<file path="src/rtl/fetch_stage_if.sv">
// Fetch-stage bus: memory, decode control and fetch/decode register signals.
// The master side is the fetch stage; the slave side is memory plus decode.
interface fetch_stage_if;
    logic [15:0] Instruction;
    logic        Stall;
    logic        Redirect;
    logic [15:0] RedirectTarget;
    logic        Halt;
    logic [15:0] PC;
    logic [15:0] IR;
    logic [15:0] IR_PC;
    logic        IR_Valid;
    logic        Halted;
    logic [15:0] FetchCount;

    modport master (
        input  Instruction, Stall, Redirect, RedirectTarget, Halt,
        output PC, IR, IR_PC, IR_Valid, Halted, FetchCount
    );

    modport slave (
        output Instruction, Stall, Redirect, RedirectTarget, Halt,
        input  PC, IR, IR_PC, IR_Valid, Halted, FetchCount
    );
endinterface

</file>
<file path="src/rtl/fetch_stage.sv">
// Instruction-fetch stage: owns the PC, latches memory words into IR,
// and handles stall, redirect and halt requests coming from decode.
module fetch_stage #(
    parameter logic [15:0] RESET_PC = 16'd0
) (
    input  logic          Clock,
    input  logic          Reset,
    fetch_stage_if.master bus
);

    typedef enum logic [1:0] {
        START  = 2'd0,
        RUN    = 2'd1,
        HALTED = 2'd2
    } state_t;

    localparam logic [15:0] RESET_PC_ALIGNED = {RESET_PC[15:1], 1'b0};

    state_t      state_q, state_d;
    logic [15:0] pc_q, pc_d;
    logic [15:0] ir_q, ir_d;
    logic [15:0] ir_pc_q, ir_pc_d;
    logic        ir_valid_q, ir_valid_d;
    logic [15:0] count_q, count_d;

    // Next-state logic: one action per RUN edge, halt > redirect > stall > advance.
    always_comb begin
        state_d    = state_q;
        pc_d       = pc_q;
        ir_d       = ir_q;
        ir_pc_d    = ir_pc_q;
        ir_valid_d = ir_valid_q;
        count_d    = count_q;
        unique case (state_q)
            START: begin
                state_d = RUN;
            end
            RUN: begin
                if (bus.Halt) begin
                    state_d    = HALTED;
                    ir_valid_d = 1'b0;
                end else if (bus.Redirect) begin
                    pc_d       = bus.RedirectTarget & 16'hFFFE;
                    ir_d       = 16'h0000;
                    ir_valid_d = 1'b0;
                end else if (!bus.Stall) begin
                    ir_d       = bus.Instruction;
                    ir_pc_d    = pc_q;
                    ir_valid_d = 1'b1;
                    pc_d       = pc_q + 16'd2;
                    if (count_q != 16'hFFFF) begin
                        count_d = count_q + 16'd1;
                    end
                end
            end
            HALTED: begin
                ir_valid_d = 1'b0;
            end
            default: begin
                state_d = START;
            end
        endcase
    end

    // State and pipeline registers, cleared asynchronously by Reset.
    always_ff @(posedge Clock or posedge Reset) begin
        if (Reset) begin
            state_q    <= START;
            pc_q       <= RESET_PC_ALIGNED;
            ir_q       <= 16'h0000;
            ir_pc_q    <= 16'h0000;
            ir_valid_q <= 1'b0;
            count_q    <= 16'h0000;
        end else begin
            state_q    <= state_d;
            pc_q       <= pc_d;
            ir_q       <= ir_d;
            ir_pc_q    <= ir_pc_d;
            ir_valid_q <= ir_valid_d;
            count_q    <= count_d;
        end
    end

    assign bus.PC         = pc_q;
    assign bus.IR         = ir_q;
    assign bus.IR_PC      = ir_pc_q;
    assign bus.IR_Valid   = ir_valid_q;
    assign bus.Halted     = (state_q == HALTED);
    assign bus.FetchCount = count_q;

endmodule
</file>
<file path="src/flat_wrapper.sv">
// flat-port wrapper written by rule: the top's interface ports become plain ports
module fetch_stage_flat 
#(
    parameter logic [15:0] RESET_PC = 16'd0
)
  (Clock, Reset, bus_Instruction, bus_Stall, bus_Redirect, bus_RedirectTarget, bus_Halt, bus_PC, bus_IR, bus_IR_PC, bus_IR_Valid, bus_Halted, bus_FetchCount);
  fetch_stage_if bus_i ();
  input  logic Clock;
  input  logic Reset;
  input wire logic [$bits(bus_i.Instruction)-1:0] bus_Instruction;
  input wire logic [$bits(bus_i.Stall)-1:0] bus_Stall;
  input wire logic [$bits(bus_i.Redirect)-1:0] bus_Redirect;
  input wire logic [$bits(bus_i.RedirectTarget)-1:0] bus_RedirectTarget;
  input wire logic [$bits(bus_i.Halt)-1:0] bus_Halt;
  output wire logic [$bits(bus_i.PC)-1:0] bus_PC;
  output wire logic [$bits(bus_i.IR)-1:0] bus_IR;
  output wire logic [$bits(bus_i.IR_PC)-1:0] bus_IR_PC;
  output wire logic [$bits(bus_i.IR_Valid)-1:0] bus_IR_Valid;
  output wire logic [$bits(bus_i.Halted)-1:0] bus_Halted;
  output wire logic [$bits(bus_i.FetchCount)-1:0] bus_FetchCount;
  assign bus_i.Instruction = bus_Instruction;
  assign bus_i.Stall = bus_Stall;
  assign bus_i.Redirect = bus_Redirect;
  assign bus_i.RedirectTarget = bus_RedirectTarget;
  assign bus_i.Halt = bus_Halt;
  assign bus_PC = bus_i.PC;
  assign bus_IR = bus_i.IR;
  assign bus_IR_PC = bus_i.IR_PC;
  assign bus_IR_Valid = bus_i.IR_Valid;
  assign bus_Halted = bus_i.Halted;
  assign bus_FetchCount = bus_i.FetchCount;
  fetch_stage #(.RESET_PC(RESET_PC)) u_core (.Clock(Clock), .Reset(Reset), .bus(bus_i));
endmodule
</file>
<file path="config.mk">
export PLATFORM = sky130hd
export DESIGN_NAME = fetch_stage_flat
export DESIGN_NICKNAME = d
export VERILOG_FILES = /design/src/rtl/fetch_stage_if.sv /design/src/rtl/fetch_stage.sv /design/src/flat_wrapper.sv
export SDC_FILE = /design/constraint.sdc
export NUM_CORES = 1
export LEC_CHECK = 0
export ABC_CLOCK_PERIOD_IN_PS = 1950
export CAP_MARGIN = 10
export CORE_MARGIN = 2
export CORE_UTILIZATION = 35
export CTS_CLUSTER_DIAMETER = 100
export DETAILED_ROUTE_END_ITERATION = 6
export PLACE_DENSITY = 0.71
export SYNTH_ARGS = -nofsm -noshare
export SYNTH_HDL_FRONTEND = slang
export SYNTH_SLANG_ARGS = --single-unit
</file>
<file path="constraint.sdc">
create_clock -name Clock -period 1.95 [get_ports Clock]
set_input_delay 0.39 -clock Clock [delete_from_list [all_inputs] [get_ports Clock]]
set_output_delay 0.39 -clock Clock [all_outputs]
set_load 0.02 [all_outputs]
</file>
Routing congestion:
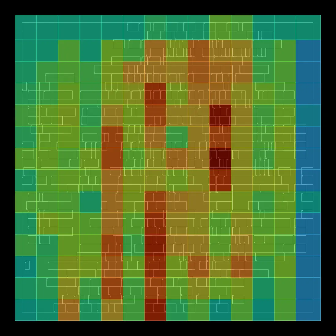
gr busiest metal: met2
total track usage: 0.173

Placement density heat map:
The die is cut into 10 by 10 equal tiles; black is low, pale yellow is high, 0 to 100% covered.
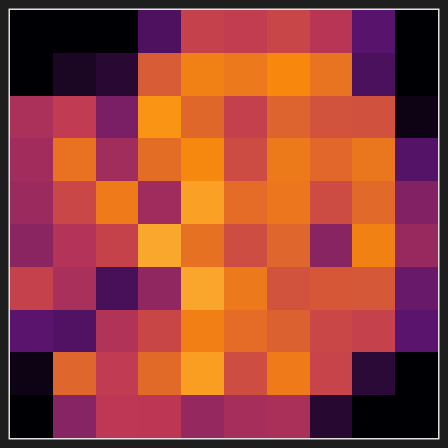
tiles over 75% full: 5.0%
fullest tile: 81%
nearly empty tiles: 10%

==> Changelog: implementation <==
### Metrics

* Status: finished clean
* Core area at approximately 8600 um^2
* Grt total ovfl at 0
* XOR Share, Synth at 0.0400
* Worst-path clk slew at around 70 ps
* Antenna-violating nets left at 0
* First-pass GRT wire length at 13.4 mm
* Largest net degree at the start of global routing at 66
* DRC viols at 0
* Post-synth mux share at 0.0102
* Aoi share at 0.144
* Internal at ~0.0037 W
* Most numerous cell in the Yosys netlist: dfrtp_1
* CTS Buf Count at 9
* Clk power at 0.00101 W
* Drt total wl at 8.08 mm
* Critical path launch point type: flip-flop
* Hold Crit Class: flip-flop to flip-flop
* Main logic family: simple AND/OR/NAND/NOR gates
* Number of enable flip-flop cells at 0
* CTS tree: built
* Reg2reg start: u_core.bus.FetchCount[0]
* Worst slew margin at 0.662
* Max power group: combinational logic
* Hold Path End: u_core.bus.IR_PC[8]
* R2R setup slack at 70 ps
* Synth flops at 65
* H-tree Lvls at 3
* Hold Fails Final Rpt at 0
* Area leader, netlist: dfrtp_1
* Clock Skews at 9.58 ps
* Wire per inst at about 15 um
* Flop share of the area at 0.363
* Hold_sp: u_core.bus.IR_PC[8]
* Top cells excl fill/tap: clkdlybuf4s50_1 (98), dfrtp_1 (63), nand2_1 (58), buf_4 (19)
* Worst path bufs/invs at 1
* Fraction of layout instances using a drive strength above 1 at 0.105
* CTS Buffer Depth at 2
## cells by family after synthesis
group / after synthesis
AND-OR/OR-AND: 64
multiplexers: 3
AND/OR/NAND/NOR: 128
XOR/XNOR: 14
adder cells (fa/ha/maj): 6
flip-flops: 65
buffers and inverters: 27
other: 1
## through the flow
step | util | area, um^2
floorplan | - | 3080
global placement | 0.502 | 4310
detailed placement | 0.502 | 4310
CTS | 0.522 | 4480
global route | 0.523 | 4490
finish | 0.523 | 4490
## metal layers
metal / wire length (um) / GRT usage / vias to the layer above / part of all wire
met5: 0 / 0 / - / 0
met4: 204 / 0.0748 / 0 / 0.025
met3: 436 / 0.0345 / 13 / 0.054
met2: 3800 / 0.275 / 95 / 0.47
met1: 3640 / 0.230 / 1315 / 0.45
li1: - / - / 1342 / -
Power figures rest on the tool's default switching activity, not on a simulated workload.
